Met2 routing:
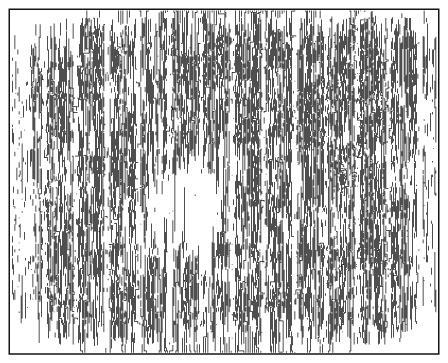
Selected gate families:
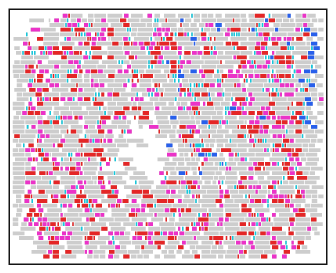
Cell sizes after repair:
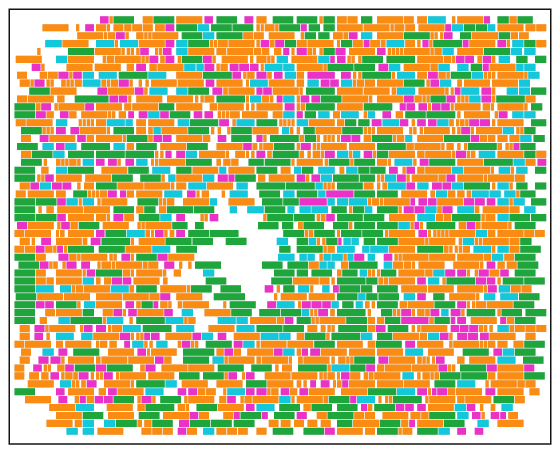
**src/rtl/pipe_pkg.sv**
```systemverilog
// Shared state type and payload layout for the inter-stage pipeline registers.
package pipe_pkg;

  typedef enum logic [1:0] {
    EMPTY = 2'd0,
    ONE   = 2'd1,
    TWO   = 2'd2
  } pipe_state_e;

  // Decode/exec boundary payload
  localparam int DE_DATA_W = 128;
  localparam int DE_CTRL_W = 35;

  localparam int DE_CTRL_LSB    = 0;
  localparam int DE_RD_LSB      = 35;
  localparam int DE_RD_W        = 5;
  localparam int DE_RD_DATA_LSB = 40;
  localparam int DE_RD_DATA_W   = 16;
  localparam int DE_RS_DATA_LSB = 56;
  localparam int DE_RS_DATA_W   = 16;
  localparam int DE_SHAMT_LSB   = 72;
  localparam int DE_SHAMT_W     = 5;
  localparam int DE_IMM_LSB     = 77;
  localparam int DE_IMM_W       = 12;
  localparam int DE_RS_LSB      = 89;
  localparam int DE_RS_W        = 5;
  localparam int DE_INT1_LSB    = 94;
  localparam int DE_INT2_LSB    = 95;
  localparam int DE_PC_LSB      = 96;
  localparam int DE_PC_W        = 32;

endpackage

```
**src/rtl/pipe_perf_cnt.sv**
```systemverilog
// Saturating event counter used for pipeline stage performance monitoring.
module pipe_perf_cnt #(
  parameter int W = 32
) (
  input  logic         clk,
  input  logic         rst_n,
  input  logic         inc,
  output logic [W-1:0] cnt
);

  always_ff @(posedge clk or negedge rst_n) begin
    if (!rst_n) begin
      cnt <= '0;
    end else if (inc && (cnt != {W{1'b1}})) begin
      cnt <= cnt + W'(1);
    end
  end

endmodule

```
**src/rtl/pipe_stage_reg.sv**
```systemverilog
// Pipeline stage register with two-entry skid buffer, flush and control-field bubble gating.
// Optional perf counters are built when PIPE_STAGE_REG_PERF_EN is defined.
//
// state | meaning
// EMPTY | no valid entries
// ONE   | main valid
// TWO   | main and skid valid
module pipe_stage_reg
  import pipe_pkg::*;
#(
  parameter int                DATA_W    = 128,
  parameter int                CTRL_W    = 35,
  parameter logic [DATA_W-1:0] RESET_VAL = '0
) (
  input  logic              clk,
  input  logic              rst_n,
  input  logic              flush,
  input  logic              in_valid,
  input  logic [DATA_W-1:0] in_data,
  output logic              in_ready,
  output logic              out_valid,
  output logic [DATA_W-1:0] out_data,
  input  logic              out_ready
`ifdef PIPE_STAGE_REG_PERF_EN
  ,
  output logic [31:0]       stall_cnt,
  output logic [31:0]       full_cnt,
  output logic [15:0]       flush_cnt
`endif
);

  // Shifting by DATA_W yields an empty mask, so CTRL_W=0 disables gating.
  localparam logic [DATA_W-1:0] CTRL_MASK = {DATA_W{1'b1}} >> (DATA_W - CTRL_W);

  pipe_state_e       state, state_nxt;
  logic [DATA_W-1:0] main_q, main_nxt;
  logic [DATA_W-1:0] skid_q, skid_nxt;
  logic              in_fire, out_fire;

  assign in_ready  = (state != TWO);
  assign out_valid = (state != EMPTY);
  assign in_fire   = in_valid & in_ready;
  assign out_fire  = out_valid & out_ready;
  assign out_data  = out_valid ? main_q : (main_q & ~CTRL_MASK);

  always_ff @(posedge clk or negedge rst_n) begin
    if (!rst_n) begin
      state  <= EMPTY;
      main_q <= RESET_VAL;
      skid_q <= RESET_VAL;
    end else begin
      state  <= state_nxt;
      main_q <= main_nxt;
      skid_q <= skid_nxt;
    end
  end

  always_comb begin
    state_nxt = state;
    main_nxt  = main_q;
    skid_nxt  = skid_q;
    if (flush) begin
      state_nxt = EMPTY;
      main_nxt  = RESET_VAL;
      skid_nxt  = RESET_VAL;
    end else begin
      case (state)
        EMPTY: begin
          if (in_fire) begin
            main_nxt  = in_data;
            state_nxt = ONE;
          end
        end
        ONE: begin
          if (in_fire && out_fire) begin
            main_nxt = in_data;
          end else if (in_fire) begin
            skid_nxt  = in_data;
            state_nxt = TWO;
          end else if (out_fire) begin
            state_nxt = EMPTY;
          end
        end
        TWO: begin
          if (out_fire) begin
            main_nxt  = skid_q;
            state_nxt = ONE;
          end
        end
        default: state_nxt = EMPTY;
      endcase
    end
  end

`ifdef PIPE_STAGE_REG_PERF_EN
  pipe_perf_cnt #(.W(32)) u_stall_cnt (
    .clk   (clk),
    .rst_n (rst_n),
    .inc   (out_valid & ~out_ready),
    .cnt   (stall_cnt)
  );

  pipe_perf_cnt #(.W(32)) u_full_cnt (
    .clk   (clk),
    .rst_n (rst_n),
    .inc   (state == TWO),
    .cnt   (full_cnt)
  );

  pipe_perf_cnt #(.W(16)) u_flush_cnt (
    .clk   (clk),
    .rst_n (rst_n),
    .inc   (flush),
    .cnt   (flush_cnt)
  );
`endif

endmodule

```
**config.mk**
```make
export PLATFORM = sky130hd
export DESIGN_NAME = pipe_stage_reg
export DESIGN_NICKNAME = d
export VERILOG_FILES = /design/src/rtl/pipe_pkg.sv /design/src/rtl/pipe_perf_cnt.sv /design/src/rtl/pipe_stage_reg.sv
export SDC_FILE = /design/constraint.sdc
export NUM_CORES = 1
export LEC_CHECK = 0
export ABC_AREA = 1
export CAP_MARGIN = 10
export CORE_ASPECT_RATIO = 0.8
export CORE_UTILIZATION = 47
export CTS_CLUSTER_DIAMETER = 200
export DETAILED_ROUTE_END_ITERATION = 16
export HOLD_SLACK_MARGIN = 0.06
export PLACE_DENSITY_LB_ADDON = 0.25
export SLEW_MARGIN = 10
export SYNTH_ARGS = -nofsm -noshare
export SYNTH_HDL_FRONTEND = slang
export SYNTH_HIERARCHICAL = 1
export SYNTH_SLANG_ARGS = --single-unit
```
**constraint.sdc**
```tcl
create_clock -name clk -period 1.5 [get_ports clk]
set_input_delay 0.3 -clock clk [delete_from_list [all_inputs] [get_ports clk]]
set_output_delay 0.3 -clock clk [all_outputs]
set_load 0.05 [all_outputs]
```
==> impl_metrics.yaml <==
# generated from flow reports
drt:
  wl_per_cell_um: 25.5
  remaining_drc_errors: 0
  antenna_left: 0
placed_design:
  dp.final_hpwl_um: 21500
sta:
  max_slew_margin: 0.750
  period_minus_slack_ps: 2000
  post-route-worst-setup-slack_ps: -504
  worstMarginPinSlew_ps: 375
  finalHoldViolCount: 0
  setup_violations: 303
synthesis:
  synth_area_per_cell_um2: 8.24
  synth-edff-count: 0
  synth.area.top_cells: "dfrtp_1 51%, o21ai_0 8.6%, nand2_1 7.9%"
  synth_sequential_area_ratio: 0.509
  synth_area_um2: 12700
  ff_type: "dfrtp_1"
run_status:
  failed_checks: "setup timing"
  status: "complete, but fails checks"
setup_path:
  critical_path.reg2reg.startpoint: "state[1]"
power_and_ir_drop:
  worst_ir_drop_vdd_v: 0.000877
  power-per-cell-area_nw_per_um2: 1220
floorplan:
  die_area_um2: 27600
  floorplan.core_area_um2: 26400
run:
  cap_violations: 0
finish:
  fillCellCount: 1128
global_route:
  largest_net_degree_at_the_start_of_global_routing: 57
clock_tree:
  clock_latency_ps: 550
Notes on 'met2 routing' above:
nets with wire on the layer	1853
longest straight run	43.5 um
share of all routed wire	48%
wire length on this layer	27.0 mm
main direction	vertical
met2 demand-to-capacity share in global routing: 0.586
wire length reported by the detailed router: 56100 um
routed vias: 13555

Notes on 'selected gate families' above:
color	family	cells
cyan	inverters	237
magenta	inverting AOI/OAI gates	389
red	NAND gates	400
blue	NOR gates	45
Non-Filler Instances: 2195
most frequently placed logic cell in the final layout: dfrtp_1
multi-input logic portion of the cell area: 0.306

Notes on 'cell sizes after repair' above:
color	size	cells	most used
orange	drive 1 or less	980	dfrtp_1
magenta	drive 2	304	o21ai_2
green	drive 6 and up	324	buf_12
cyan	drive 3 to 4	226	nand2_4
final instance area: 22800 um^2
area growth from synthesis to final layout: 80.2%

## cell usage in the layout, fill, tap and decap left out, types with 38 or more instances in the layout
master           instances
buf_12                 163
buf_16                  39
buf_6                   50
clkbuf_16               38
clkdlybuf4s50_1        131
dfrtp_1                254
inv_1                  234
nand2_1                140
nand2_4                102
nand3_2                 79
nand3_4                 50
o211ai_1               128
o21ai_1                 72
o21ai_2                179
## cells by family (layout without fill, tap and decap cells)
logic type      after synthesis  in the layout  synth area share
compound gates              389            389             0.179
flops                       258            258             0.509
buf+inv                     446            742             0.166
simple gates                445            445             0.146
other cells                   0              4                 0
## where the power goes
part | switching (W) | internal [W] | leakage [nW]
sequential | 0.00112 | 0.00773 | 3.45
combinational | 0.00643 | 0.00550 | 6.36
clock | 0.00305 | 0.00396 | 0.432
total | 0.0106 | 0.0172 | 10.2
## final cells by class
| cell class | count | area, um^2 | share of cell area |
|---|---|---|---|
| timing repair buffer | 455 | 7150 | 0.313 |
| multi-input combinational | 834 | 6990 | 0.306 |
| sequential | 258 | 6460 | 0.283 |
| inverter | 237 | 900 | 0.0394 |
| clock buffer | 38 | 737 | 0.0323 |
| tap | 357 | 447 | 0.0196 |
| clock inverter | 12 | 145 | 0.00635 |
| antenna | 4 | 10.0 | 0.000438 |
## flip-flops by register name, summed over array words and instances, names as in the netlist
register,flops
skid_q,128
state,2
main_q,128
## routing by layer
metal	up-vias	GRT usage	share of wire
li1	5516	-	-
met1	6714	0.435	0.36
met2	1011	0.586	0.48
met3	314	0.0842	0.099
met4	0	0.150	0.062
met5	-	0	0
## worst reg2reg max path: stages, from the launching register on
cell       delay [ps]
dfrtp_2           450
buf_12            140
buf_8             120
buf_12            120
o21ai_4           160
nand3_4           120
clkbuf_16         190
buf_16            170
buf_12            160
nand2_2            70
o21ai_2            60
## through the flow
| stage | TNS, ps | hold slack [ps] | cells | instance area [um^2] | utilization |
|---|---|---|---|---|---|
| after floorplan | -3180 | 4.41 | 1538 | 12800 | - |
| after global placement | -91980 | 216 | 2017 | 16500 | 0.626 |
| after detailed placement | -95000 | 221 | 2017 | 16500 | 0.626 |
| after CTS | -87930 | 240 | 2199 | 21400 | 0.812 |
| after global routing | -112110 | 248 | 2193 | 22800 | 0.865 |
| final | -98580 | 232 | 2195 | 22800 | 0.866 |
## worst max-delay path by stage
stage	startpoint	to	slack (ps)	depth (start not counted)
2_1_floorplan	state[1]	out_data[15]	-120	4
5_1_grt	state[1]	out_data[2]	-550	5
4_1_cts	state[1]	out_data[10]	-460	5
3_5_place_dp	in_valid	skid_q[40]	-450	6
3_3_place_gp	in_valid	skid_q[123]	-430	6
6_report	state[1]	out_data[33]	-500	5
## repair_timing
item | CTS | global route
gates resized | 624 | 448
hold buffers | 1 | 0
pin swaps | 28 | 23
setup endpoints to repair | 290 | 297
cloned | 64 | 12
hold endpoints to repair | 216 | 0
setup buffers | 69 | 17
Power and IR drop assume default switching activity.
